--- src/rtl/vga_pkg.sv ---
// Shared 640x480@60 raster geometry and sync-bundle type, imported by the
// timing generator and by renderer modules.
package vga_pkg;

  localparam int H_TOTAL      = 800;
  localparam int H_FP_START   = 640;
  localparam int H_SYNC_START = 656;
  localparam int H_SYNC_END   = 751;
  localparam int V_TOTAL      = 525;
  localparam int V_SYNC_START = 490;
  localparam int V_SYNC_END   = 491;

  // Bit order {hs, vs, blank}; sync bits are active-low, blank is 1 when visible.
  typedef struct packed {
    logic hs;
    logic vs;
    logic blank;
  } sync_t;

  localparam sync_t SYNC_IDLE = '{hs: 1'b1, vs: 1'b1, blank: 1'b0};

  function automatic logic in_range(input logic [9:0] v, input int lo, input int hi);
    return (int'(v) >= lo) && (int'(v) <= hi);
  endfunction

endpackage

--- src/rtl/vga_sync_delay.sv ---
// Pixel-tick delay line for the sync/blank bundle; depth 0 is a straight wire.
module vga_sync_delay #(
  parameter int               PIPE_DEPTH = 2,
  parameter int               WIDTH      = 3,
  parameter logic [WIDTH-1:0] INIT       = '0
) (
  input  logic             clk,
  input  logic             reset,
  input  logic             en,
  input  logic [WIDTH-1:0] d,
  output logic [WIDTH-1:0] q
);

  generate
    if (PIPE_DEPTH == 0) begin : g_bypass
      logic unused_ctrl;
      assign unused_ctrl = ^{clk, reset, en};
      assign q = d;
    end else begin : g_pipe
      logic [WIDTH-1:0] stage [PIPE_DEPTH];

      always_ff @(posedge clk) begin
        if (reset) begin
          for (int i = 0; i < PIPE_DEPTH; i++) stage[i] <= INIT;
        end else if (en) begin
          stage[0] <= d;
          for (int i = 1; i < PIPE_DEPTH; i++) stage[i] <= stage[i-1];
        end
      end

      assign q = stage[PIPE_DEPTH-1];
    end
  endgenerate

endmodule

--- src/rtl/vga_timing_gen.sv ---
// VGA timing generator: pixel-rate divider, raster counters, sync/blank decode
// and a delay line that lines the sync outputs up with the renderer pipeline.
module vga_timing_gen
  import vga_pkg::*;
#(
  parameter int H_VISIBLE  = 640,
  parameter int V_VISIBLE  = 480,
  parameter int CLK_DIV    = 2,
  parameter int PIPE_DEPTH = 2
) (
  input  logic       Clk,
  input  logic       Reset,
  output logic       pixel_en,
  output logic       vga_clk,
  output logic [9:0] DrawX,
  output logic [9:0] DrawY,
  output logic       blank,
  output logic       hs,
  output logic       vs,
  output logic       blank_out,
  output logic       frame_start,
  output logic [7:0] frame_count
);

  localparam logic [1:0] DIV_LAST  = 2'(CLK_DIV - 1);
  localparam logic [1:0] VCLK_HIGH = 2'((CLK_DIV + 1) / 2);
  // The visible area can never reach into the horizontal front porch.
  localparam int H_ACTIVE = (H_VISIBLE < H_FP_START) ? H_VISIBLE : H_FP_START;

  logic [1:0] div_cnt;
  logic [1:0] div_nxt;
  logic       x_wrap;
  logic [9:0] x_nxt;
  logic [9:0] y_nxt;
  sync_t      sync_raw;
  sync_t      sync_nxt;
  sync_t      sync_dly;

  always_comb begin
    div_nxt = (div_cnt == DIV_LAST) ? 2'd0 : div_cnt + 2'd1;
    x_wrap  = (DrawX == 10'(H_TOTAL - 1));
    x_nxt   = x_wrap ? 10'd0 : DrawX + 10'd1;
    y_nxt   = DrawY;
    if (x_wrap) y_nxt = (DrawY == 10'(V_TOTAL - 1)) ? 10'd0 : DrawY + 10'd1;
    // Decoded from the next position so the registered flags match DrawX/DrawY.
    sync_nxt.hs    = !in_range(x_nxt, H_SYNC_START, H_SYNC_END);
    sync_nxt.vs    = !in_range(y_nxt, V_SYNC_START, V_SYNC_END);
    sync_nxt.blank = (x_nxt < 10'(H_ACTIVE)) && (y_nxt < 10'(V_VISIBLE));
  end

  always_ff @(posedge Clk) begin
    if (Reset) begin
      div_cnt     <= '0;
      pixel_en    <= 1'b0;
      vga_clk     <= 1'b0;
      DrawX       <= '0;
      DrawY       <= '0;
      sync_raw    <= SYNC_IDLE;
      frame_start <= 1'b0;
      frame_count <= '0;
    end else begin
      div_cnt     <= div_nxt;
      pixel_en    <= (div_cnt == DIV_LAST);
      // High for the first half of each pixel period, rising with pixel_en.
      vga_clk     <= (div_nxt < VCLK_HIGH);
      frame_start <= 1'b0;
      if (pixel_en) begin
        DrawX    <= x_nxt;
        DrawY    <= y_nxt;
        sync_raw <= sync_nxt;
        if (x_nxt == 10'd0 && y_nxt == 10'd0) begin
          frame_start <= 1'b1;
          frame_count <= frame_count + 8'd1;
        end
      end
    end
  end

  assign blank = sync_raw.blank;

  vga_sync_delay #(
    .PIPE_DEPTH(PIPE_DEPTH),
    .WIDTH     (3),
    .INIT      (SYNC_IDLE)
  ) u_sync_delay (
    .clk  (Clk),
    .reset(Reset),
    .en   (pixel_en),
    .d    (sync_raw),
    .q    (sync_dly)
  );

  assign hs        = sync_dly.hs;
  assign vs        = sync_dly.vs;
  assign blank_out = sync_dly.blank;

endmodule

--- config.mk ---
export PLATFORM = sky130hd
export DESIGN_NAME = vga_timing_gen
export DESIGN_NICKNAME = d
export VERILOG_FILES = /design/src/rtl/vga_pkg.sv /design/src/rtl/vga_sync_delay.sv /design/src/rtl/vga_timing_gen.sv
export SDC_FILE = /design/constraint.sdc
export NUM_CORES = 1
export LEC_CHECK = 0
export CAP_MARGIN = 20
export CORE_ASPECT_RATIO = 2
export CORE_MARGIN = 3
export CORE_UTILIZATION = 49
export CTS_CLUSTER_DIAMETER = 120
export DETAILED_ROUTE_END_ITERATION = 8
export PLACE_DENSITY = 0.86
export SLEW_MARGIN = 20
export SYNTH_ARGS = -nofsm -noshare
export SYNTH_HDL_FRONTEND = slang
export SYNTH_SLANG_ARGS = --single-unit
--- constraint.sdc ---
create_clock -name Clk -period 3.1 [get_ports Clk]
set_input_delay 0.62 -clock Clk [delete_from_list [all_inputs] [get_ports Clk]]
set_output_delay 0.62 -clock Clk [all_outputs]
set_load 0.01 [all_outputs]
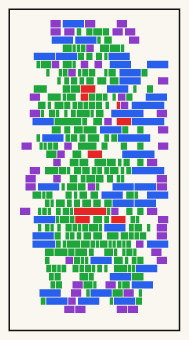
**Above:** cell classes on the final placement.
Scale: 3 px per um.
- blue: flops (cells 42)
- purple: other buffers and delay cells (cells 53)
- green: all other logic (cells 240)
- red: clock drivers and dummy loads (cells 8)

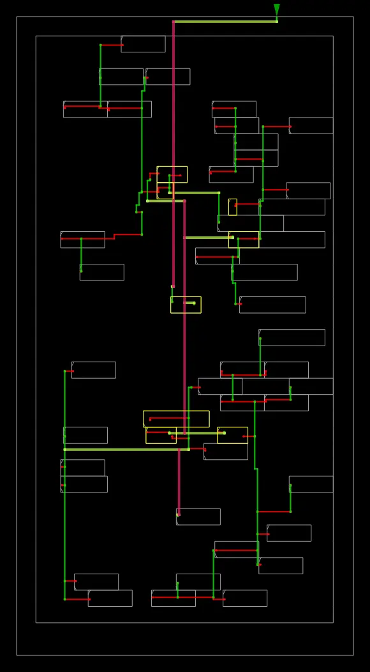
**Above:** clock routing.
clock buffer count in the final layout: 6
clock latency of the later-clocked register in the worst-skew pair: 0.29 ns
total number of sequential cells: 42
TritonCTS Sinks: 42

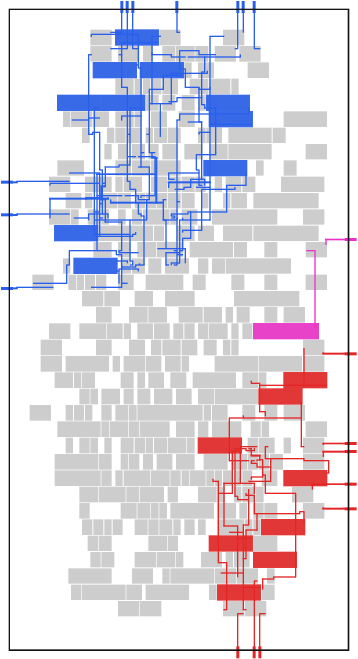
**Above:** port wiring.
Scale: 6 px per um.
- blue: DrawX (bits 10; direction output; edge 7 top, 3 left; end cells 10; wire 778 um)
- red: frame_count (bits 8; direction output; edge 5 right, 3 bottom; end cells 8; wire 311 um)
- magenta: vs (bits 1; direction output; edge right; end cells 1; wire 18.0 um)
port bufs: 36
number of ports placed on the die boundary: 37

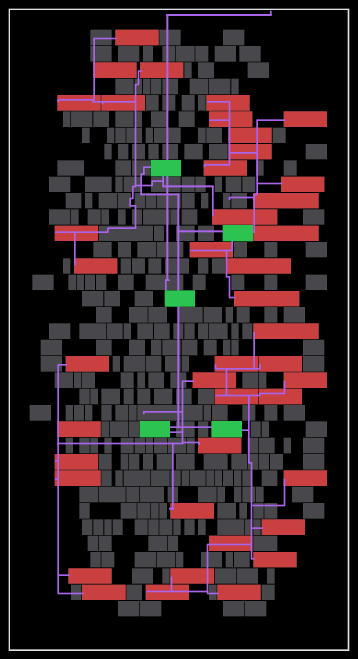
**Above:** clock distribution.
Scale: 6 px per um.
- red: flip-flops (count 42)
- green: cells driving clock nets (count 5)
- purple: clock wires (length 531 um)
- flops lie: spread over the die
clock group power: 0.433 mW
clock skew: 0.00570 ns

==> ci_impl_report.md <==
### Yosys + OpenROAD results

| Metric | Value |
|---|---|
| Peak supply drop | 0.287 mV |
| Number of instances in the synthesized netlist | 304 |
| Endpoint of the most critical register-to-register path | frame_count[5] |
| CORE AREA | 4860 um^2 |
| Area Overhead vs Synth | 23.7% |
| Result of the run | completed |
| Final critical path time including I/O delays and setup | 2.92 ns |
| Final critical-path share of the clock period | 0.942 |
| Floorplan die width | 56.3 um |
| Timing startpoint of the critical path | DrawY[0] |
| Critical Path End | frame_count[5] |
| Placed wire-length estimate | 4610 um |
| # fillers | 422 |
| Wire length of the first global-routing pass | 10500 um |
| Data arrival time of the worst path | 3.11 ns |
| Number of remaining DRC errors | 0 |
| Headroom to the max-slew limit | 0.589 |
| TritonCTS clock tree | done |
| Inserted Clock Buffers | 5 |
| Placement Rows | 36 |
| H-tree depth reported by CTS | 2 |
| Leak pwr | 1.05 nW |
| Yosys-reported design area after synthesis | 2480 um^2 |
| Routed Antenna Nets | 0 |
| Placed cell areas | 2930 um^2 |
| Post-synthesis instance area | 2480 um^2 |
| Transition time at the pin with the least slew margin | 0.615 ns |
| Via count | 2430 |
| Most common cell after layout, fill and taps aside | nor2_1 |
| Placer Congestion | 0.954 |
| Overall overflow remaining after global route | 0 |
| Post-synth tally of flip-flops with integrated enable | 6 |
| Syn avg cell area | 8.15 um^2 |
| Final hold violations | 0 |
| CP most frequent cell | or4_4 |
| Number of buffers added for setup after CTS | 0 |
| Number of violations reported at the end of detailed-routing iteration 0 | 126 |
| Cell-by-cell trace of the critical path | inv_1, ha_1, nand4_1, or4_4, a21oi_2, o2111ai_1, or4_4, nor3_1, mux2_2 |
| Aggregate global-route resource usage | 0.218 |
| CTS Hold Bufs | 0 |
| RSZ-0062 raised after global routing | no |
| Initial standard-cell utilization of the core | 0.510 |
| Pwr Total | 1.07 mW |
| Setup slack of the worst register-to-register path | 0.18 ns |
| Post-layout worst setup margin | 0.180 ns |
| Slowest CP cell | or4_4 |
| Kind of end point of the critical path | flop |
| Max Slew Vio Count | 0 |
| Depth of the most critical reg-to-reg path | 9 |
| Final non-filler cell total | 400 |
| Hold Worst Slack | 0.421 ns |
| Power density over the cells | 349 nW/um^2 |
| Wirelength, routed | 6390 um |
| Final Cell Area | 3070 um^2 |
| Maximum achievable frequency | 342 MHz |
| Vias in the first global route | 2279 |
| Startpoint types | flop |
| Number of iterations in the first detailed-routing pass | 5 |
| Clock slew at reported path FFs | 0.08 ns |
| Drt via density | 6.08 |
| Layout Utilization | 0.630 |
| Maximum buffer depth of the clock tree | 2 |
| Post-synthesis cell type count | 52 |
| Multi-input gate area in the final layout | 1460 um^2 |
| Max-capacitance violation count | 0 |
| Warning total across the stage logs | 30 |
| Ys async rst share | 0 |
| Total Neg Setup Slack | 0 ns |
| Class of the tightest hold or removal check | reg2reg |
| Number of antenna violations at the first check in global routing | 0 |
| Nets in the synthesized netlist | 312 |
| Share of layout cells above drive strength 1 | 0.114 |
| Number of antenna diodes | 0 |
| Post-Place Worst Slack | 0.135 ns |
| Category of the most critical setup path | reg2reg |
| Synthesis Warnings | 0 |
| Portion of the post-synthesis area used by sequential elements | 0.363 |
| Height of the die | 107 um |
[critical path: cells and delay by family, from the launching register on]
| family | cells | cell delay (ns) |
|---|---|---|
| multiplexers | 1 | 0.35 |
| AND/OR/NAND/NOR | 4 | 1.43 |
| buffers and inverters | 1 | 0.14 |
| adder cells (fa/ha/maj) | 1 | 0.15 |
| AND-OR/OR-AND | 2 | 0.33 |
| flip-flops | 1 | 0.41 |
[area by class of cell]
type,instances,area share
Inverter,10,0.0122
Timing Repair Buffer,53,0.159
Clock inverter,2,0.0122
Tap cell,57,0.0233
Sequential cell,42,0.294
Multi-Input combinational cell,230,0.475
Clock buffer,6,0.0237
[per-layer routing]
metal / vias up / share of wire / GRT usage
met5: - / 0 / 0
met2: 130 / 0.54 / 0.402
met4: 0 / 0.051 / 0.119
met1: 1107 / 0.35 / 0.234
met3: 36 / 0.063 / 0.0265
li1: 1157 / - / -
[kinds of logic after synthesis]
family	count (synthesis)	synth area share
AOI/OAI and AO/OA	52	0.133
xor gates and xnor gates	17	0.0601
adders and majority gates	6	0.0303
buffers and inverters	32	0.0591
DFF	42	0.363
muxes	6	0.0252
and+or+nand+nor	149	0.329
[power by group]
| part | internal [mW] | switching (mW) |
|---|---|---|
| Clock | 0.240 | 0.193 |
| Combinational | 0.0285 | 0.0370 |
| Sequential | 0.560 | 0.00978 |
| Total | 0.829 | 0.240 |
[Yosys cell counts, types with 3 or more instances]
library cell  count  share of area
nor2_1           40          0.061
dfxtp_1          36           0.29
nand2_1          19          0.029
o21ai_0          15          0.030
nand3_1          14          0.028
a21oi_1          13          0.026
clkbuf_1         12          0.018
inv_1            10          0.015
nor3_1           10          0.020
xnor2_1          10          0.035
nand4_1           9          0.023
nor2b_1           8          0.020
nand2b_1          7          0.018
xor2_1            7          0.025
a211oi_1          6          0.018
and2_1            6          0.015
edfxtp_1          6          0.073
ha_1              6          0.030
or4_1             6          0.018
buf_2             5          0.010
or3_1             5          0.013
and3_1            4          0.010
mux2i_1           4          0.016
nor4_1            4          0.010
nand4b_1          3          0.011
o211ai_1          3         0.0091
o31ai_1           3         0.0091
[repair_timing]
action / 4_1_cts / 5_1_grt
endpoints found under the setup margin: 0 / 6
endpoints found under the hold margin: 0 / 0
gates resized: 0 / 6
[state kept, by name, indices dropped and copies added (netlist names)]
name                       flops
DrawY                         10
sync_raw                       2
frame_start                    1
vga_clk                        1
u_sync_delay.g_pipe.stage      6
div_cnt                        2
DrawX                         10
pixel_en                       1
frame_count                    8
blank                          1
[how the worst min path moves through the flow]
| stage | from | endpoint | slack, ns | cells past startpoint |
|---|---|---|---|---|
| 2_1_floorplan | div_cnt[1] | pixel_en | 0.38 | 1 |
| 3_3_place_gp | div_cnt[1] | pixel_en | 0.40 | 1 |
| 3_5_place_dp | div_cnt[1] | pixel_en | 0.40 | 1 |
| 4_1_cts | div_cnt[1] | pixel_en | 0.42 | 1 |
| 5_1_grt | div_cnt[1] | pixel_en | 0.43 | 1 |
| 6_report | div_cnt[1] | pixel_en | 0.42 | 1 |
Power and IR drop assume default switching activity.
